`src/rtl/tnoc_output_port_scheduler.sv`:
```
// Packet-level round-robin scheduler for one router output port: the grant is
// locked to the winning channel from head flit to tail flit.
module tnoc_output_port_scheduler #(
    parameter int REQUESTERS  = 5,
    parameter int COUNT_WIDTH = 16
) (
    input  logic                   clk,
    input  logic                   rst,
    input  logic [REQUESTERS-1:0]  i_request,
    input  logic [REQUESTERS-1:0]  i_start_of_packet,
    input  logic [REQUESTERS-1:0]  i_end_of_packet,
    output logic [REQUESTERS-1:0]  o_grant,
    output logic                   o_busy,
    output logic [COUNT_WIDTH-1:0] o_packet_count,
    output logic                   o_protocol_error
);

    localparam int PTR_W = (REQUESTERS > 1) ? $clog2(REQUESTERS) : 1;

    localparam logic STATE_IDLE   = 1'b0;
    localparam logic STATE_LOCKED = 1'b1;

    logic                   state_q, state_d;
    logic [REQUESTERS-1:0]  grant_q, grant_d;
    logic                   busy_q, busy_d;
    logic [PTR_W-1:0]       ptr_q, ptr_d;
    logic [COUNT_WIDTH-1:0] count_q, count_d;
    logic                   error_q, error_d;

    logic [REQUESTERS-1:0]  eligible;
    logic [REQUESTERS-1:0]  winner;
    logic [PTR_W-1:0]       grant_idx;
    logic [PTR_W-1:0]       ptr_after_grant;
    logic                   granted_eop;
    logic                   multi_eop;

    // Scanning from the far end and overwriting leaves the first eligible
    // index at or after ptr (with wrap) as the only bit set.
    function automatic logic [REQUESTERS-1:0] rr_pick(
        input logic [REQUESTERS-1:0] elig,
        input logic [PTR_W-1:0]      ptr
    );
        logic [REQUESTERS-1:0] pick;
        logic [PTR_W-1:0]      idx;
        pick = '0;
        for (int k = REQUESTERS - 1; k >= 0; k--) begin
            idx = PTR_W'((int'(ptr) + k) % REQUESTERS);
            if (elig[idx]) begin
                pick      = '0;
                pick[idx] = 1'b1;
            end
        end
        return pick;
    endfunction

    always_comb begin
        grant_idx = '0;
        for (int i = 0; i < REQUESTERS; i++) begin
            if (grant_q[i]) begin
                grant_idx = grant_idx | PTR_W'(i);
            end
        end
    end

    assign ptr_after_grant = (grant_idx == PTR_W'(REQUESTERS - 1)) ? '0 : grant_idx + 1'b1;
    assign eligible        = i_request & i_start_of_packet;
    assign granted_eop     = |(i_end_of_packet & grant_q);
    assign multi_eop       = (i_end_of_packet & (i_end_of_packet - 1'b1)) != '0;

    always_comb begin
        state_d = state_q;
        grant_d = grant_q;
        busy_d  = busy_q;
        ptr_d   = ptr_q;
        count_d = count_q;
        winner  = '0;
        // Any tail outside the current grant (all of them while idle) is illegal.
        error_d = error_q | (|(i_end_of_packet & ~grant_q)) | multi_eop;

        case (state_q)
            STATE_IDLE: begin
                winner = rr_pick(eligible, ptr_q);
                if (|winner) begin
                    grant_d = winner;
                    busy_d  = 1'b1;
                    state_d = STATE_LOCKED;
                end
            end
            STATE_LOCKED: begin
                if (granted_eop) begin
                    count_d = count_q + COUNT_WIDTH'(1);
                    ptr_d   = ptr_after_grant;
                    // Hand over in the same cycle so packets run back to back.
                    winner  = rr_pick(eligible & ~grant_q, ptr_after_grant);
                    grant_d = winner;
                    busy_d  = |winner;
                    state_d = (|winner) ? STATE_LOCKED : STATE_IDLE;
                end
            end
            default: begin
                state_d = STATE_IDLE;
                grant_d = '0;
                busy_d  = 1'b0;
            end
        endcase
    end

    always_ff @(posedge clk) begin
        if (rst) begin
            state_q <= STATE_IDLE;
            grant_q <= '0;
            busy_q  <= 1'b0;
            ptr_q   <= '0;
            count_q <= '0;
            error_q <= 1'b0;
        end else begin
            state_q <= state_d;
            grant_q <= grant_d;
            busy_q  <= busy_d;
            ptr_q   <= ptr_d;
            count_q <= count_d;
            error_q <= error_d;
        end
    end

    assign o_grant          = grant_q;
    assign o_busy           = busy_q;
    assign o_packet_count   = count_q;
    assign o_protocol_error = error_q;

endmodule

```
`config.mk`:
```
export PLATFORM = sky130hd
export DESIGN_NAME = tnoc_output_port_scheduler
export DESIGN_NICKNAME = d
export VERILOG_FILES = /design/src/rtl/tnoc_output_port_scheduler.sv
export SDC_FILE = /design/constraint.sdc
export NUM_CORES = 1
export LEC_CHECK = 0
export ABC_AREA = 1
export CAP_MARGIN = 30
export CORE_UTILIZATION = 57
export DETAILED_ROUTE_END_ITERATION = 16
export HOLD_SLACK_MARGIN = 0.06
export PLACE_DENSITY = 0.83
export SETUP_SLACK_MARGIN = 0.1
export SLEW_MARGIN = 25
export SYNTH_ARGS = -nofsm -noshare
export SYNTH_HDL_FRONTEND = slang
export SYNTH_SLANG_ARGS = --single-unit
```
`constraint.sdc`:
```
create_clock -name clk -period 4.25 [get_ports clk]
set_input_delay 1.0625 -clock clk [delete_from_list [all_inputs] [get_ports clk]]
set_output_delay 1.0625 -clock clk [all_outputs]
set_load 0.02 [all_outputs]
```
Figure 1. Placement view.
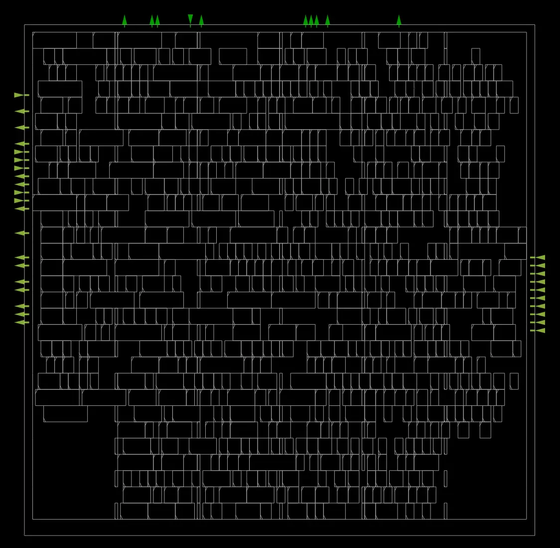
CORE AREA: 6756 µm²
Finished Layout Cells: 807
utilization after layout: 67.43%
fill cell total of the finished layout: 662
flop count: 27

Figure 2. Power grid.
Bar = 20 µm. Pins as bars on the die edge. Tap cells in gray.
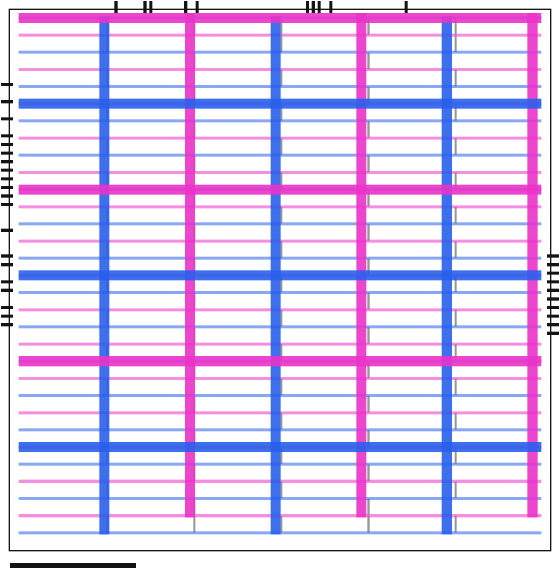
| net | color |
|---|---|
| VDD | magenta |
| VSS | blue |
met1 rails: 31
met4 straps: 6
Die Ht: 85.58 µm
die width: 85.58 µm

Figure 3. Routed metal per tile.
17 x 17 tiles, from dark blue (low) to red (high), scaled to the fullest tile. Values are wire area over tile area, all layers added.
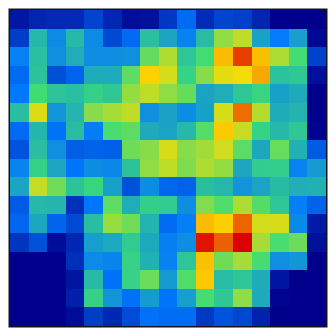
emptiest ninth of the die: lower left
nearly empty tiles: 9.7%
mean over tiles: 0.23
GR Util All Layers: 28.53%
WL per Instance: 12.95 µm

Figure 4. Wires at chosen ports, followed through buffers.
Bar = 20 µm.
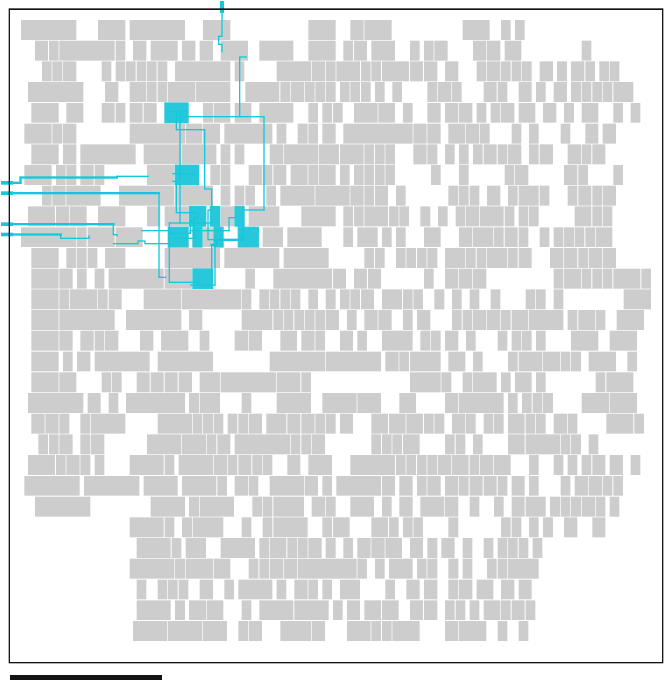
| port | color | bits | direction | end cells | buffers | wire |
|---|---|---|---|---|---|---|
| i_end_of_packet | cyan | 5 | input | 10 | 5 | 239 µm |

Figure 5. Placement by cell class.
Fill, decap, tap and diode cells in gray.
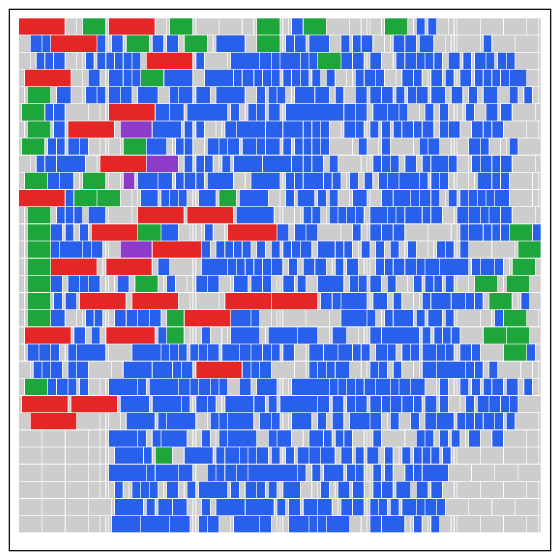
| class | color | cells | share of their area |
|---|---|---|---|
| sequential cells | red | 27 | 12% |
| remaining buffers and delay cells | green | 43 | 9.4% |
| remaining logic cells | blue | 653 | 77% |
| clock drivers and dummy loads | purple | 4 | 1.0% |

==> impl_metrics.json <==
{
  "status": "completed",
  "regArea_um2": 544.3,
  "area_growth_pct": 14.42,
  "drt_wl_total_um": 10450,
  "synth_warnings": 0,
  "logic_area_um2": 3035,
  "period_used_pct": 90.15,
  "crit_family": "simple AND/OR/NAND/NOR gates",
  "synth_area_leader_cell": "nand2_1",
  "hpwl_um": 8372,
  "fp_util_pct": 58.93,
  "top_cell_area_share_pct": 16.40,
  "lay_top_cells": "172 x nand2_1, 97 x inv_1, 75 x nor2_1",
  "vias_per_cell": 5.631,
  "whs_endpoint": "o_packet_count[15]$_SDFFE_PP0P_",
  "ctsResizeCount": 0,
  "numCtsBuffers": 3,
  "endpoint_kind": "register",
  "cts-root-buf": "clkbuf_8",
  "edf_count": 0,
  "finalSetupViolCount": 0,
  "finalInstanceArea_um2": 4556,
  "final_common_cell": "nand2_1",
  "common_cells": "174 x nand2_1, 97 x inv_1, 75 x nor2_1, 58 x nand3_1, 44 x a21oi_1",
  "slew_viol_final": 0,
  "timing.rr.start": "ptr_q[1]$_SDFFE_PP0P_",
  "ys_seq_share_pct": 13.58,
  "synthMostInstantiatedCell": "nand2_1",
  "antenna_found_initial": 0,
  "cp_max_fo": 10,
  "avgSynthCellArea_um2": 5.821,
  "tritoncts": "yes",
  "reg2reg_slack_ns": 0.42,
  "tool_warnings": 48,
  "drive_gt1_share_pct": 10.87,
  "ys_ff": 27,
  "reg2reg_to": "o_grant[4]$_SDFFE_PP0P_",
  "hold_path_class": "register to register"
}
==> routing by layer <==
layer / GRT usage, % / up-vias / share of wire (%)
li1: - / 2312 / -
met1: 37.95 / 2061 / 45
met2: 50.18 / 160 / 47
met3: 2.887 / 11 / 7.7
met4: 5.758 / 0 / 0.71
met5: 0 / - / 0
==> layout make-up <==
class                      count  share of cell area [%]
sequential                    27                   11.95
tap                           80                   2.197
timing repair buffer          43                   9.228
clock buffer                   3                  0.9063
multi-input combinational    544                   66.63
clock inverter                 1                  0.1099
inverter                     109                   8.981
==> how the worst max path moves through the flow <==
stage | cells past startpoint | end | from | slack, ns
after detailed placement | 25 | o_grant[4]$_SDFFE_PP0P_ | ptr_q[1]$_SDFFE_PP0P_ | 0.34
after global routing | 32 | o_grant[1]$_SDFFE_PP0P_ | o_grant[2]$_SDFFE_PP0P_ | 0.09
after floorplan | 29 | o_grant[3]$_SDFFE_PP0P_ | ptr_q[0]$_SDFFE_PP0P_ | 0.46
final | 25 | o_grant[4]$_SDFFE_PP0P_ | ptr_q[1]$_SDFFE_PP0P_ | 0.42
after global placement | 31 | o_grant[1]$_SDFFE_PP0P_ | o_grant[2]$_SDFFE_PP0P_ | 0.44
after CTS | 25 | o_grant[4]$_SDFFE_PP0P_ | ptr_q[1]$_SDFFE_PP0P_ | 0.30
==> worst register-to-register path, delay by kind of cell (launching register included) <==
family,cells,cell delay [ns]
adder cells (fa/ha/maj),4,0.88
buffers and inverters,5,0.37
AND-OR/OR-AND,3,0.69
AND/OR/NAND/NOR,13,1.40
flip-flops,1,0.41
==> cell families after synthesis <==
logic type | after synthesis
buffers and inverters | 113
flip-flops | 27
AND/OR/NAND/NOR | 384
XOR/XNOR | 13
AND-OR/OR-AND | 113
adder cells (fa/ha/maj) | 34
==> state kept, by name, indices dropped and copies added (netlist names) <==
| signal | flops |
|---|---|
| o_busy | 1 |
| o_grant | 5 |
| o_packet_count | 16 |
| o_protocol_error | 1 |
| ptr_q | 3 |
| state_q | 1 |
==> metrics by stage <==
step | std cells | utilization [%]
floorplan | 684 | -
global placement | 803 | 66.22
detailed placement | 803 | 66.22
CTS | 807 | 66.91
global route | 807 | 67.43
finish | 807 | 67.43
